**src/rtl/mux_nto1_pipe.sv**
```systemverilog
// N-input, WIDTH-bit registered selector mux with a valid/ready handshake.
// A one-entry skid register keeps full throughput under backpressure; flush and a sticky selector-error flag are included.
module mux_nto1_pipe #(
    parameter int unsigned WIDTH    = 32,
    parameter int unsigned N_INPUTS = 4,
    parameter int unsigned SEL_W    = 2
) (
    input  logic                      clock,
    input  logic                      reset,
    input  logic [N_INPUTS*WIDTH-1:0] in_data,
    input  logic [SEL_W-1:0]          selector,
    input  logic                      in_valid,
    output logic                      in_ready,
    input  logic                      flush,
    output logic [WIDTH-1:0]          out_data,
    output logic                      out_valid,
    input  logic                      out_ready,
    output logic                      sel_error
);

    typedef enum logic [1:0] {
        EMPTY = 2'd0,
        ONE   = 2'd1,
        TWO   = 2'd2
    } state_t;

    localparam logic [SEL_W:0] N_LIM = (SEL_W+1)'(N_INPUTS);

    state_t           state_q, state_d;
    logic [WIDTH-1:0] main_q, skid_q;
    logic             err_q;
    logic [WIDTH-1:0] captured;
    logic             sel_ok;
    logic             accept, emit;
    logic             load_main_new, load_main_skid, load_skid;

    // Out-of-range selectors match no input, so they capture zero.
    always_comb begin
        captured = '0;
        for (int unsigned k = 0; k < N_INPUTS; k++) begin
            if (selector == SEL_W'(k)) begin
                captured = in_data[k*WIDTH +: WIDTH];
            end
        end
    end

    assign sel_ok    = ({1'b0, selector} < N_LIM);
    assign in_ready  = !reset && !flush && (state_q != TWO);
    assign out_valid = (state_q != EMPTY);
    assign out_data  = main_q;
    assign sel_error = err_q;
    assign accept    = in_valid && in_ready;
    assign emit      = out_valid && out_ready;

    always_comb begin
        state_d        = state_q;
        load_main_new  = 1'b0;
        load_main_skid = 1'b0;
        load_skid      = 1'b0;
        if (flush) begin
            state_d = EMPTY;
        end else begin
            unique case (state_q)
                EMPTY: begin
                    if (accept) begin
                        load_main_new = 1'b1;
                        state_d       = ONE;
                    end
                end
                ONE: begin
                    if (accept && emit) begin
                        load_main_new = 1'b1;
                    end else if (accept) begin
                        load_skid = 1'b1;
                        state_d   = TWO;
                    end else if (emit) begin
                        state_d = EMPTY;
                    end
                end
                TWO: begin
                    if (emit) begin
                        load_main_skid = 1'b1;
                        state_d        = ONE;
                    end
                end
                default: state_d = EMPTY;
            endcase
        end
    end

    always_ff @(posedge clock or posedge reset) begin
        if (reset) begin
            state_q <= EMPTY;
            main_q  <= '0;
            skid_q  <= '0;
            err_q   <= 1'b0;
        end else begin
            state_q <= state_d;
            if (load_main_new) begin
                main_q <= captured;
            end else if (load_main_skid) begin
                main_q <= skid_q;
            end
            if (load_skid) begin
                skid_q <= captured;
            end
            if (accept && !sel_ok) begin
                err_q <= 1'b1;
            end
        end
    end

endmodule

```
**config.mk**
```make
export PLATFORM = sky130hd
export DESIGN_NAME = mux_nto1_pipe
export DESIGN_NICKNAME = d
export VERILOG_FILES = /design/src/rtl/mux_nto1_pipe.sv
export SDC_FILE = /design/constraint.sdc
export NUM_CORES = 1
export LEC_CHECK = 0
export CAP_MARGIN = 30
export CORE_UTILIZATION = 59
export DETAILED_ROUTE_END_ITERATION = 6
export DONT_BUFFER_PORTS = 1
export PLACE_DENSITY = 0.85
export REMOVE_ABC_BUFFERS = 1
export SETUP_SLACK_MARGIN = 0.5
export SYNTH_ARGS = -nofsm -noshare
export SYNTH_HDL_FRONTEND = slang
export SYNTH_SLANG_ARGS = --single-unit
```
**constraint.sdc**
```tcl
create_clock -name clock -period 4.4 [get_ports clock]
set_clock_uncertainty 0.1 [all_clocks]
set_input_delay 1.32 -clock clock [delete_from_list [all_inputs] [get_ports clock]]
set_output_delay 1.32 -clock clock [all_outputs]
set_load 0.03 [all_outputs]
```
### Congestion heat map, run 1

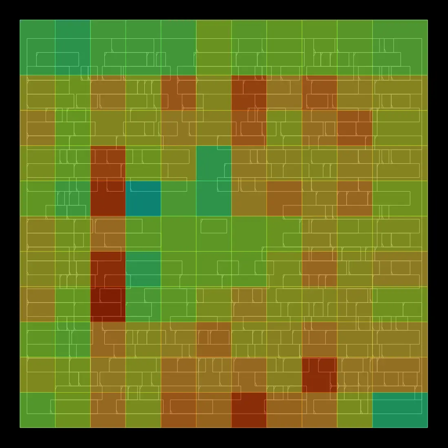
grt peak-use layer: met2
utilization after layout: 67.7%
met3 usage in global routing: 9.03%
average wire length per cell after detail routing: 22.0 um

### The metal 1 layer, run 1

Drawn at 6 px/um.
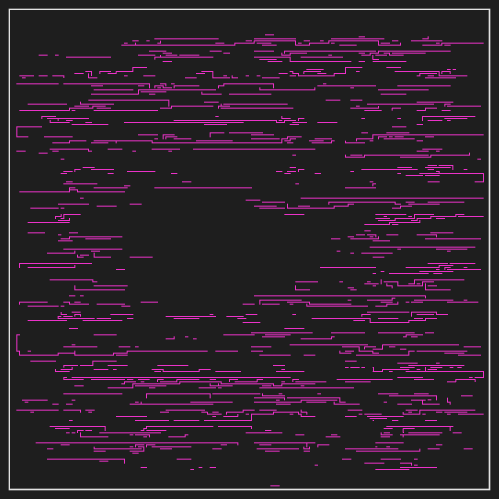
The layer carries 2630 um of wire. The wires run mostly horizontal.
routed via count: 2174
detailed-route wire length: 7.41 mm
routing usage on met1: 28.4%

==> flow_metrics.rpt, run 1 <==
=== SYNTHESIS / PLACE & ROUTE SUMMARY ===
----------------------------------------------------
[Critical path]
  Class of the most critical setup path ........................ primary input to output pin
  Critical-path cell with the highest stage delay ........................ sky130_fd_sc_hd__a211oi_1
  Biggest fanout along the worst timing path ........................ 4
  Startpoint class of the critical path ........................ primary input
  Worst reg-to-reg setup slack ........................ between 2 and 2.5 ns
  Top Family by Delay on Critical Path ........................ AND-OR/OR-AND gates

[STA]
  Final hold violation count ........................ 0
  Total negative slack ........................ 0 ns
  Fmax ........................ around 320 MHz
  Final number of setup-violating endpoints ........................ 0
  Relative slew slack ........................ approximately half

[Synth]
  Area share of xor/xnor cells in the synthesized design ........................ 0%
  Share of synthesized area occupied by flip-flops and latches ........................ 46.3%
  Synthesized cell area ........................ ~0.0036 sq mm
  Count of instantiated cells in the yosys netlist ........................ 264
  Simple logic cell fraction of the synthesized area ........................ 5.22%
  Area of the synthesized netlist per yosys stat ........................ around 0.0036 sq mm
  Most frequently used cell type in the post-synthesis netlist ........................ sky130_fd_sc_hd__dfrtp_1
  Post-synthesis cell count ........................ 264
  Yosys Warn Count ........................ 0
  Main combinational cell family by area after synthesis ........................ multiplexers
  Number of register bits inferred by synthesis ........................ about 66

[Floorplanning]
  Vertical die size ........................ between 70 and 80 um
  N_taps ........................ around 72
  Placeable core region ........................ 0.00568 sq mm
  # IOs ........................ between 150 and 200
  Total Die Area ........................ around 0.0064 sq mm

[Finish]
  Non-clk bufs ........................ 5
  Fraction of area in clock buffers and inverters ........................ between 6 and 7%
  Area of the multi-input gates ........................ between 0.0015 and 0.002 sq mm
  Net count reported at finish ........................ around 400
  Non-clock inverter instance count of the final layout ........................ 3
  # diodes ........................ 0
  Number of sequential cells ........................ around 66
  Layout filler cell count ........................ just over 400
  Final Cell Area ........................ 0.00384 sq mm
  Most common cell after layout, fill and taps aside ........................ sky130_fd_sc_hd__dfrtp_1

[CTS]
  Clock tree from TritonCTS ........................ yes
  Number of buffers added for setup after CTS ........................ 0

[Global route]
  Via count of the first global-routing pass ........................ about 2400
  Wire length of the first global-routing pass ........................ around 11 mm
  Overall overflow remaining after global route ........................ 0

[Hold path]
  Hold depth ........................ 1
  Worst hold path class ........................ register to register
  Hold-critical path endpoint ........................ skid_q[6]$_DFFE_PP0P_

[Routing]
  Number of vias per cell after detailed routing ........................ 6.45
  Residual DRC count ........................ 0
  Wire length on met3 ........................ ~790 um
  Starting DRC count in detailed routing ........................ 108
  Number of nets with antenna violations after detailed routing ........................ 0
  Highest routed layer ........................ met4
  First-pass iteration count of the detailed router ........................ 4

[Job]
  Number of violations of the max-capacitance limit ........................ 0

[Status]
  Status ........................ finished clean

[Placement]
  Number of buffers inserted by port buffering ........................ 0
  Hpwl dp ........................ 5.26 mm
  Post-placement worst setup slack ........................ about 1.2 ns
  Final Wtd Congestion ........................ 0.697

[Pwr]
  NetSw ........................ 0.000549 W
  Pwr Density ........................ about 470 mW/mm^2
  Worst vdd rail ir drop ........................ roughly 320 uV
  Power consumed by the clock network ........................ approximately 0.00061 W

----------------------------------------------------
### Cell sizes after repair, run 1

Drawn at 4 px/um.
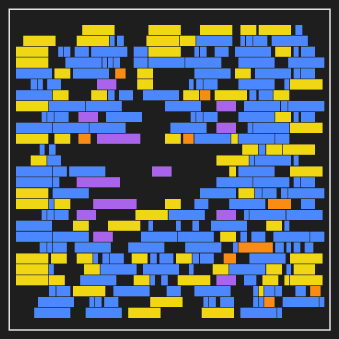
Orange marks drive 3 to 4, cells 9. Blue marks drive 1 or less, cells 174. Yellow marks drive 2, cells 70. Purple marks drive 6 and up, cells 12.

==> run 2: changes to the inputs <==
- CORE_UTILIZATION: 59 -> 57
- clock period: 4.4 -> 2.8 ns (I/O delays scaled with it)
### Congestion heat map, run 2

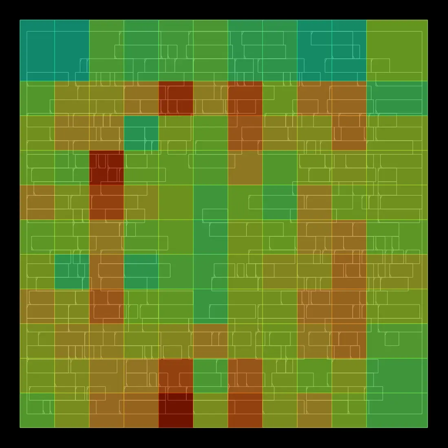
average wire length per cell after detail routing: 19.8 um
global-route usage over all layers: 22.2%
utilization after layout: 64.8%
met3 usage in global routing: 7.08%

==> run 2 against run 1 <==
Net effect:
- die size increased by 3.4%
- synthesized area did not move
- combinational power increased by 57%
- critical path type is now register to output pin
- highest routed layer unchanged
- sequential share of layout area is 0.47 points lower
- non-clock buffer count unchanged
- clock-buffer cell count rose by 2
- worst setup slack worse by 0.68 ns
- clock power grew 62%
- global-route usage is 2.6 points lower
==> flow_metrics.rpt, run 2 <==
=== SYNTHESIS / PLACE & ROUTE SUMMARY ===
----------------------------------------------------
[Floorplanning]
  Total Die Area ........................ 0.00659 sq mm (+3.4%)
  # IOs ........................ 170 (unchanged)
  Vertical die size ........................ 81.2 um (+1.7%)
  Placeable core region ........................ 0.00599 sq mm (+5.6%)
  N_taps ........................ 75 (+4.2%)

[Global route]
  Via count of the first global-routing pass ........................ 2241 (-5.4%)
  Global routing met2 resource utilization ........................ 37.0%
  Grt peak-use layer ........................ met2
  Routing usage on met1 ........................ 26.3% (-2.1 points)
  Overall overflow remaining after global route ........................ 0 (unchanged)
  Wire length of the first global-routing pass ........................ 10.6 mm (-7.4%)

[Finish]
  Non-clk bufs ........................ 5 (unchanged)
  Fraction of area in clock buffers and inverters ........................ 6.47% (+0.18 points)
  Area added between synthesis and finish ........................ 8.79%
  Most common cell after layout, fill and taps aside ........................ sky130_fd_sc_hd__dfrtp_1
  Dominant kind of cell ........................ logic gates
  # diodes ........................ 0 (unchanged)
  Non-clock inverter instance count of the final layout ........................ 3 (unchanged)
  Final Cell Area ........................ 0.00388 sq mm (+1.2%)
  Net count reported at finish ........................ 395 (unchanged)
  Number of sequential cells ........................ 66 (unchanged)
  Layout filler cell count ........................ 427 (+5.4%)
  Area of the multi-input gates ........................ 0.00181 sq mm (+0.28%)

[Critical path]
  Class of the most critical setup path ........................ register to output pin
  Critical path cell sequence ........................ inv_1 -> a211oi_2 -> buf_4
  Top Family by Delay on Critical Path ........................ flip-flops
  Worst reg-to-reg setup slack ........................ 0.84 ns (-1.17 ns)
  Biggest fanout along the worst timing path ........................ 4 (unchanged)
  Startpoint class of the critical path ........................ register
  Critical-path cell with the highest stage delay ........................ sky130_fd_sc_hd__dfrtp_2

[Routing]
  Detailed-route wire length ........................ 6.74 mm (-9.0%)
  Starting DRC count in detailed routing ........................ 79 (-27%)
  Wire length on met3 ........................ 599 um (-24%)
  Residual DRC count ........................ 0 (unchanged)
  Number of vias per cell after detailed routing ........................ 6.39 (-0.88%)
  Metal-1 WL ........................ 2.56 mm
  Routed via count ........................ 2174 (unchanged)
  Number of nets with antenna violations after detailed routing ........................ 0 (unchanged)
  Highest routed layer ........................ met4
  First-pass iteration count of the detailed router ........................ 4 (unchanged)

[Hold path]
  Worst hold path class ........................ primary input to asynchronous set/reset pin

[Pwr]
  NetSw ........................ 0.000838 W (+53%)
  Power consumed by the clock network ........................ 0.000987 W (+62%)
  Worst vdd rail ir drop ........................ 512 uV (+60%)

[Synth]
  Post-synthesis cell count ........................ 264 (unchanged)
  Simple logic cell fraction of the synthesized area ........................ 5.22% (unchanged)
  Synthesized cell area ........................ 0.00357 sq mm (unchanged)
  Share of synthesized area occupied by flip-flops and latches ........................ 46.3% (unchanged)
  Yosys Warn Count ........................ 0 (unchanged)
  Area share of xor/xnor cells in the synthesized design ........................ 0% (unchanged)
  Count of instantiated cells in the yosys netlist ........................ 264 (unchanged)
  Main combinational cell family by area after synthesis ........................ multiplexers
  Area of the synthesized netlist per yosys stat ........................ 0.00357 sq mm (unchanged)
  Mean instance size in the synthesized netlist ........................ roughly 14 sq um
  Number of register bits inferred by synthesis ........................ 66 (unchanged)
  Most frequently used cell type in the post-synthesis netlist ........................ sky130_fd_sc_hd__dfrtp_1

[Status]
  Status ........................ finished clean

[Placement]
  Post-placement worst setup slack ........................ 0.553 ns (-0.601 ns)
  Number of buffers inserted by port buffering ........................ 0 (unchanged)
  Final Wtd Congestion ........................ 0.680 (-2.4%)

[CTS]
  Clock tree from TritonCTS ........................ yes
  Clock transition at the registers of the reported paths ........................ around 0.08 ns
  Number of buffers added for setup after CTS ........................ 0 (unchanged)
  Post-CTS Resized ........................ 0

[STA]
  Fmax ........................ 454 MHz
  Final number of setup-violating endpoints ........................ 0 (unchanged)
  Final hold violation count ........................ 0 (unchanged)
  Relative slew slack ........................ 46.8% (-3.3 points)
  Total negative slack ........................ 0 ns (unchanged)
  Transition time at the pin with the least slew margin ........................ around 0.80 ns

[Job]
  Number of violations of the max-capacitance limit ........................ 0 (unchanged)

----------------------------------------------------
==> run 3: changes to the inputs <==
- CORE_UTILIZATION: 57 -> 59
- clock period: 2.8 -> 2.1 ns (I/O delays scaled with it)
### Congestion heat map, run 3

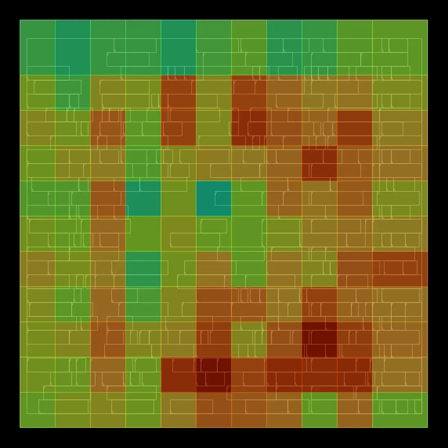
global routing met2 resource utilization: 47.1%
met3 usage in global routing: 9.60%
routing usage on met1: 32.4%
global-route usage over all layers: 28.0%

==> run 3 against run 2 <==
Net effect:
- worst setup slack got worse by 0.40 ns
- clock power increased by 22%
- first-iteration DRC count increased by 48%
- critical endpoint unchanged
==> flow_metrics.rpt, run 3 <==
=== SYNTHESIS / PLACE & ROUTE SUMMARY ===
----------------------------------------------------
[Finish]
  # diodes ........................ 0 (unchanged)
  Final Cell Area ........................ 0.00426 sq mm (+9.6%)
  Layout filler cell count ........................ 343 (-20%)
  Fraction of area in clock buffers and inverters ........................ 5.35% (-1.1 points)
  Area added between synthesis and finish ........................ 19.2%
  Dominant kind of cell ........................ logic gates
  Non-clk bufs ........................ 24 (+19)
  Non-clock inverter instance count of the final layout ........................ 3 (unchanged)

[STA]
  Final hold violation count ........................ 0 (unchanged)
  Fmax ........................ approximately 530 MHz
  Final number of setup-violating endpoints ........................ 0 (unchanged)

[Global route]
  Via count of the first global-routing pass ........................ 2425 (+8.2%)
  Overall overflow remaining after global route ........................ 0 (unchanged)
  Grt peak-use layer ........................ met2

[CTS]
  Clock tree from TritonCTS ........................ yes
  Number of buffers added for setup after CTS ........................ 7 (+7)
  Post-CTS Resized ........................ 51 (+51)
  Clock transition at the registers of the reported paths ........................ 0.07 ns (about the same)

[Critical path]
  Worst reg-to-reg setup slack ........................ 0.27 ns (-0.57 ns)
  Top Family by Delay on Critical Path ........................ flip-flops
  Critical path cell sequence ........................ inv_2 -> a211oi_2 -> buf_4
  Critical-path cell with the highest stage delay ........................ sky130_fd_sc_hd__dfrtp_1
  Biggest fanout along the worst timing path ........................ 3 (-1)

[Synth]
  Post-synthesis cell count ........................ 264 (unchanged)
  Most frequently used cell type in the post-synthesis netlist ........................ sky130_fd_sc_hd__dfrtp_1
  Share of synthesized area occupied by flip-flops and latches ........................ 46.3% (unchanged)
  Number of register bits inferred by synthesis ........................ 66 (unchanged)
  Yosys Warn Count ........................ 0 (unchanged)
  Mean instance size in the synthesized netlist ........................ 13.5 sq um (unchanged)
  Main combinational cell family by area after synthesis ........................ multiplexers
  Simple logic cell fraction of the synthesized area ........................ 5.22% (unchanged)

[Floorplanning]
  # IOs ........................ 170 (unchanged)
  Total Die Area ........................ 0.00637 sq mm (-3.3%)
  N_taps ........................ 72 (-4.0%)
  Vertical die size ........................ 79.8 um (-1.7%)

[Routing]
  Average wire length per cell after detail routing ........................ 24.3 um (+23%)
  First-pass iteration count of the detailed router ........................ 4 (unchanged)
  Starting DRC count in detailed routing ........................ 117 (+48%)
  Residual DRC count ........................ 0 (unchanged)
  Wire length on met3 ........................ 924 um (+54%)
  Routed via count ........................ 2347 (+8.0%)

[Placement]
  Number of buffers inserted by port buffering ........................ 0 (unchanged)
  Post-placement worst setup slack ........................ 0.280 ns (-0.274 ns)
  Final Wtd Congestion ........................ 0.746 (+9.7%)

[Job]
  Number of violations of the max-capacitance limit ........................ 0 (unchanged)

[Status]
  Status ........................ finished clean

[Pwr]
  Worst vdd rail ir drop ........................ 574 uV (+12%)
  Power consumed by the clock network ........................ 0.00120 W (+22%)

----------------------------------------------------

==> notes/layouts.md <==
Pictures saved along the way, in no particular order.

Zoomed window.
image #1
Window x 7 to 32, y 47 to 72 um. Cells in gray, sequential cells in the stronger gray; small squares are vias.
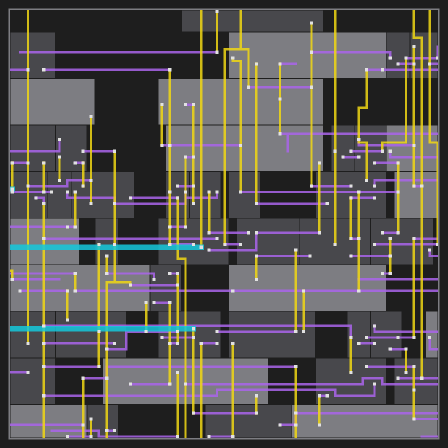
image #2
Window x 7 to 32, y 47 to 72 um. Cells in gray, sequential cells in the stronger gray; small squares are vias.
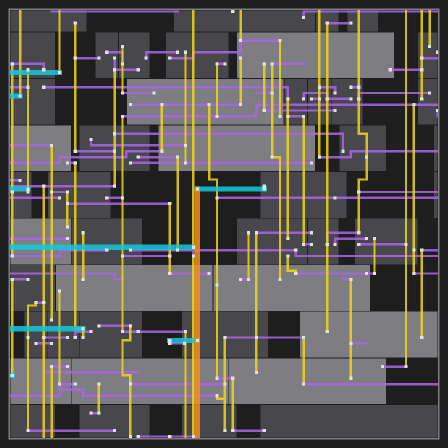
image #3
Window x 8 to 33, y 48 to 73 um. Cells in gray, sequential cells in the stronger gray; small squares are vias.
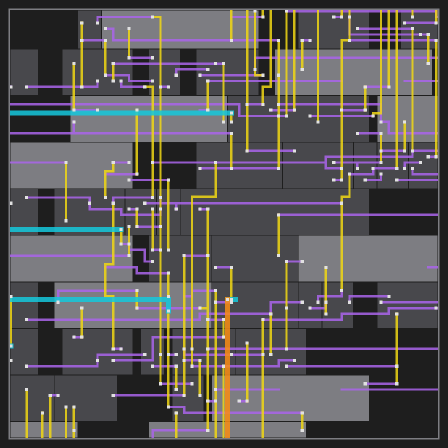
For run 3, see image #1.
For run 2, see image #3.
For run 1, see image #2.

Key to image #3:
Yellow marks met2. Orange marks met4. Purple marks met1. Cyan marks met3.
Most frequent: dfrtp_1 (8), mux2_2 (6), mux2i_1 (6). Netlist names of flops here include `skid_q` (5), `out_data` (3). 35 logic cells have their middle in the window. Sequential cells in the window: 8.

Power is estimated from default activity; no workload was simulated.
